Fig. 1: sequential cells coloured by netlist name
Other sequential cells in the stronger grey, the rest of the logic in the fainter grey.
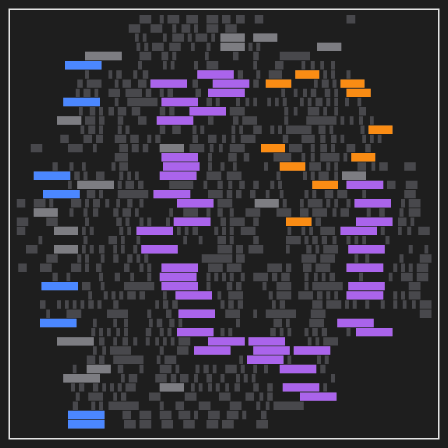
Fig. 2: signal wires on met1
Supply wires on this layer in grey. Cells faint in the background.
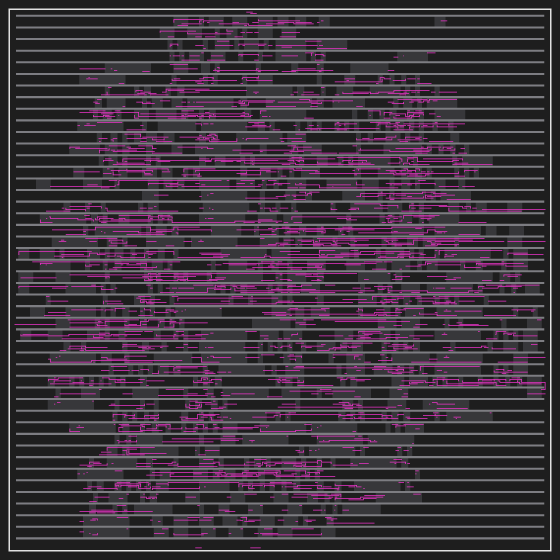
Fig. 3: track usage over the die
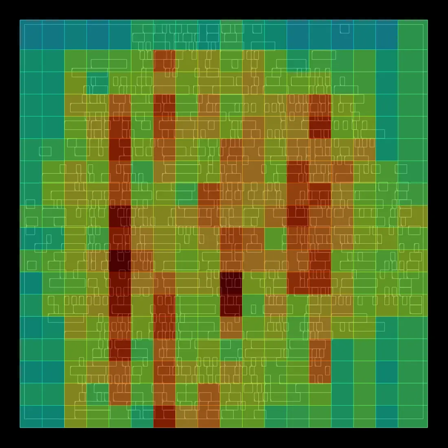
Fig. 4: M2 wires
Cells faint in the background.
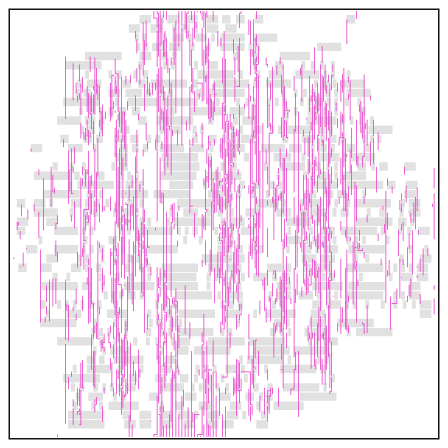
===== src/rtl/wheel_pwm_driver.sv =====
// Four-wheel H-bridge PWM driver: sign-magnitude Q8 targets are sampled once per
// PWM period and applied through per-wheel RUN/BRAKE FSMs with reversal braking.
module wheel_pwm_driver #(
  parameter int PWM_BITS      = 10,
  parameter int DUTY_SHIFT    = 3,
  parameter int DEADBAND      = 16,
  parameter int BRAKE_PERIODS = 2
) (
  input  logic        WHEEL_PWM_DRIVER_CLOCK_50,
  input  logic        WHEEL_PWM_DRIVER_RESET_InHigh,
  input  logic        WHEEL_PWM_DRIVER_ENABLE_InHigh,
  input  logic [16:0] WHEEL_PWM_DRIVER_W1_InBus,
  input  logic [16:0] WHEEL_PWM_DRIVER_W2_InBus,
  input  logic [16:0] WHEEL_PWM_DRIVER_W3_InBus,
  input  logic [16:0] WHEEL_PWM_DRIVER_W4_InBus,
  output logic [3:0]  WHEEL_PWM_DRIVER_PWM_OutBus,
  output logic [3:0]  WHEEL_PWM_DRIVER_DIR_OutBus,
  output logic [3:0]  WHEEL_PWM_DRIVER_SAT_OutBus,
  output logic        WHEEL_PWM_DRIVER_SYNC_OutHigh
);

  // state | meaning
  // RUN   | applied duty D follows samples in the applied direction R
  // BRAKE | reversal pending: PWM held low for C more samples
  typedef enum logic {ST_RUN = 1'b0, ST_BRAKE = 1'b1} state_t;

  localparam int                  CW       = $clog2(BRAKE_PERIODS + 1);
  localparam logic [PWM_BITS-1:0] PH_MAX   = '1;
  localparam logic [15:0]         DUTY_MAX = 16'((32'd1 << PWM_BITS) - 32'd1);

  logic [PWM_BITS-1:0] r_phase;
  logic                r_sync;
  state_t              r_st  [4];
  logic [PWM_BITS-1:0] r_d   [4];
  logic [CW-1:0]       r_c   [4];
  logic [3:0]          r_r;
  logic [3:0]          r_sat;
  logic [3:0]          r_pwm;

  logic [16:0]         w_in    [4];
  logic [15:0]         w_shift [4];
  logic [PWM_BITS-1:0] w_d     [4];
  logic [3:0]          w_sat;
  logic [3:0]          w_neg;
  logic [3:0]          w_nz;
  logic                w_sample;
  logic [PWM_BITS-1:0] w_phase_nxt;

  assign w_in[0] = WHEEL_PWM_DRIVER_W1_InBus;
  assign w_in[1] = WHEEL_PWM_DRIVER_W2_InBus;
  assign w_in[2] = WHEEL_PWM_DRIVER_W3_InBus;
  assign w_in[3] = WHEEL_PWM_DRIVER_W4_InBus;

  assign w_sample    = (r_phase == PH_MAX);
  assign w_phase_nxt = r_phase + 1'b1;

  always_comb begin
    for (int i = 0; i < 4; i++) begin
      w_shift[i] = w_in[i][15:0] >> DUTY_SHIFT;
      w_d[i]     = '0;
      w_sat[i]   = 1'b0;
      if (w_in[i][15:0] >= 16'(DEADBAND)) begin
        if (w_shift[i] > DUTY_MAX) begin
          w_d[i]   = PH_MAX;
          w_sat[i] = 1'b1;
        end else begin
          w_d[i] = w_shift[i][PWM_BITS-1:0];
        end
      end
      w_neg[i] = w_in[i][16];
      w_nz[i]  = (w_d[i] != '0);
    end
  end

  // PWM is registered from next-state values so a new duty shows up in phase 0.
  always_ff @(posedge WHEEL_PWM_DRIVER_CLOCK_50) begin
    if (WHEEL_PWM_DRIVER_RESET_InHigh) begin
      r_phase <= '0;
      r_sync  <= 1'b0;
      r_r     <= '0;
      r_sat   <= '0;
      r_pwm   <= '0;
      for (int i = 0; i < 4; i++) begin
        r_st[i] <= ST_RUN;
        r_d[i]  <= '0;
        r_c[i]  <= '0;
      end
    end else begin
      r_phase <= w_phase_nxt;
      r_sync  <= (w_phase_nxt == PH_MAX);
      for (int i = 0; i < 4; i++) begin
        if (w_sample) begin
          if (!WHEEL_PWM_DRIVER_ENABLE_InHigh) begin
            r_st[i]  <= ST_RUN;
            r_d[i]   <= '0;
            r_c[i]   <= '0;
            r_r[i]   <= 1'b0;
            r_sat[i] <= 1'b0;
            r_pwm[i] <= 1'b0;
          end else begin
            r_sat[i] <= w_sat[i];
            if (r_st[i] == ST_RUN) begin
              if (w_nz[i] && (w_neg[i] != r_r[i])) begin
                r_st[i]  <= ST_BRAKE;
                r_d[i]   <= '0;
                r_c[i]   <= CW'(BRAKE_PERIODS);
                r_pwm[i] <= 1'b0;
              end else begin
                r_d[i]   <= w_d[i];
                r_pwm[i] <= w_nz[i];
              end
            end else if (r_c[i] == CW'(1)) begin
              r_st[i]  <= ST_RUN;
              r_c[i]   <= '0;
              r_d[i]   <= w_d[i];
              r_pwm[i] <= w_nz[i];
              if (w_nz[i]) r_r[i] <= w_neg[i];
            end else begin
              r_c[i]   <= r_c[i] - 1'b1;
              r_pwm[i] <= 1'b0;
            end
          end
        end else begin
          r_pwm[i] <= WHEEL_PWM_DRIVER_ENABLE_InHigh && (w_phase_nxt < r_d[i]);
        end
      end
    end
  end

  assign WHEEL_PWM_DRIVER_PWM_OutBus   = r_pwm;
  assign WHEEL_PWM_DRIVER_DIR_OutBus   = r_r;
  assign WHEEL_PWM_DRIVER_SAT_OutBus   = r_sat;
  assign WHEEL_PWM_DRIVER_SYNC_OutHigh = r_sync;

endmodule


===== config.mk =====
export PLATFORM = sky130hd
export DESIGN_NAME = wheel_pwm_driver
export DESIGN_NICKNAME = d
export VERILOG_FILES = /design/src/rtl/wheel_pwm_driver.sv
export SDC_FILE = /design/constraint.sdc
export NUM_CORES = 1
export LEC_CHECK = 0
export ABC_AREA = 1
export CAP_MARGIN = 20
export CELL_PAD_IN_SITES_DETAIL_PLACEMENT = 1
export CELL_PAD_IN_SITES_GLOBAL_PLACEMENT = 1
export CORE_UTILIZATION = 30
export DETAILED_ROUTE_END_ITERATION = 10
export GPL_TIMING_DRIVEN = 1
export PLACE_DENSITY = 0.68
export SLEW_MARGIN = 20
export SYNTH_ARGS = -nofsm -noshare
export SYNTH_HDL_FRONTEND = slang
export SYNTH_SLANG_ARGS = --single-unit
export TNS_END_PERCENT = 10

===== constraint.sdc =====
create_clock -name WHEEL_PWM_DRIVER_CLOCK_50 -period 2.3 [get_ports WHEEL_PWM_DRIVER_CLOCK_50]
set_input_delay 0.46 -clock WHEEL_PWM_DRIVER_CLOCK_50 [delete_from_list [all_inputs] [get_ports WHEEL_PWM_DRIVER_CLOCK_50]]
set_output_delay 0.46 -clock WHEEL_PWM_DRIVER_CLOCK_50 [all_outputs]
set_load 0.1 [all_outputs]

==> impl_metrics.csv <==
group,metric,value,unit
floorplanning,tap-cell-count,188,
yosys,yosys.area_share.adder,0.1130,
timing,post-route-period-util,0.9374,
timing,hold_slack,0.4816,ns
flow_run,cap_violations,0,
place,placed_cell_area,5699,sq um
timing,max_slew_margin,0.7451,
global_route,antenna_found_initial,0,
routing,route.top_layer_used,"met4",
timing,setup_viol,0,
floorplanning,die_w,126.5,um
setup_path,crit_buf_inv,3,
layout,area_dominant_class,"combinational gates",
setup_path,arrival,2.40,ns
pwr,p_per_area,555.6,nW/um^2
worst_hold_path,hold_class,"reg2reg",
setup_path,ff2ff_path_depth,14,
setup_path,worstPathCellList,"ha_2 > inv_1 > nor2_4 > nand3_1 > nand2_1 > inv_2 > ha_1 > nand2_1 > nor2_1 > nand3b_1 > nand3_1 > nand2_1 > nand2_1 > inv_1",
pwr,comb_power_share,0.125,
place,port_buffers,71,
clock_network,cts_resized,0,
clock_network,htreeDepth,3,
setup_path,critPathLaunchType,"flop",
yosys,syn_area_per_cell,7.948,sq um
worst_hold_path,worstHoldStart,"WHEEL_PWM_DRIVER_SAT_OutBus[3]$_SDFFE_PP0N_",
floorplanning,io_pins,84,
routing,wl_met3,464,um
layout,final_area,6043,sq um
layout,n_sequential_cell,75,
layout,nonClkBufAreaFrac,0.1422,
global_route,grt_pass1_wl,21770,um
routing,drtIter0Drc,139,
yosys,postSynthSeqShare,0.4349,
pwr,clkPwrFrac,0.428,
yosys,ff_type,"edfxtp_1",
yosys,compound_area_frac,0.08342,
setup_path,crit_required,2.54,ns
outcome,status,"finished clean",
Notes on Fig. 1 above:
`r_d`: shown in purple, placed flops 40. `r_c`: shown in blue, placed flops 8. `r_phase`: shown in orange, placed flops 10.
Another 17 sequential cells are not coloured.
Final Util: 0.3990
FF+latch area: 2027 sq um
Seq. pwr: 0.00150 W
fraction of area in registers: 0.3354

Notes on Fig. 2 above:
The wires run mostly horizontal. The longest straight run is 46.5 um.
met1 GRT Util: 0.2036
vias: 4116

Notes on Fig. 3 above:
Routed wire per std cell: 14.91 um
met2 Use GR: 0.3260
Top Usage Layer GRT: met2

Notes on Fig. 4 above:
The wires run mostly vertical. The layer holds 51% of the routed length. The longest straight run is 56.3 um. 686 nets have wire on it.
final WL: 13060 um

Power and IR drop assume default switching activity.
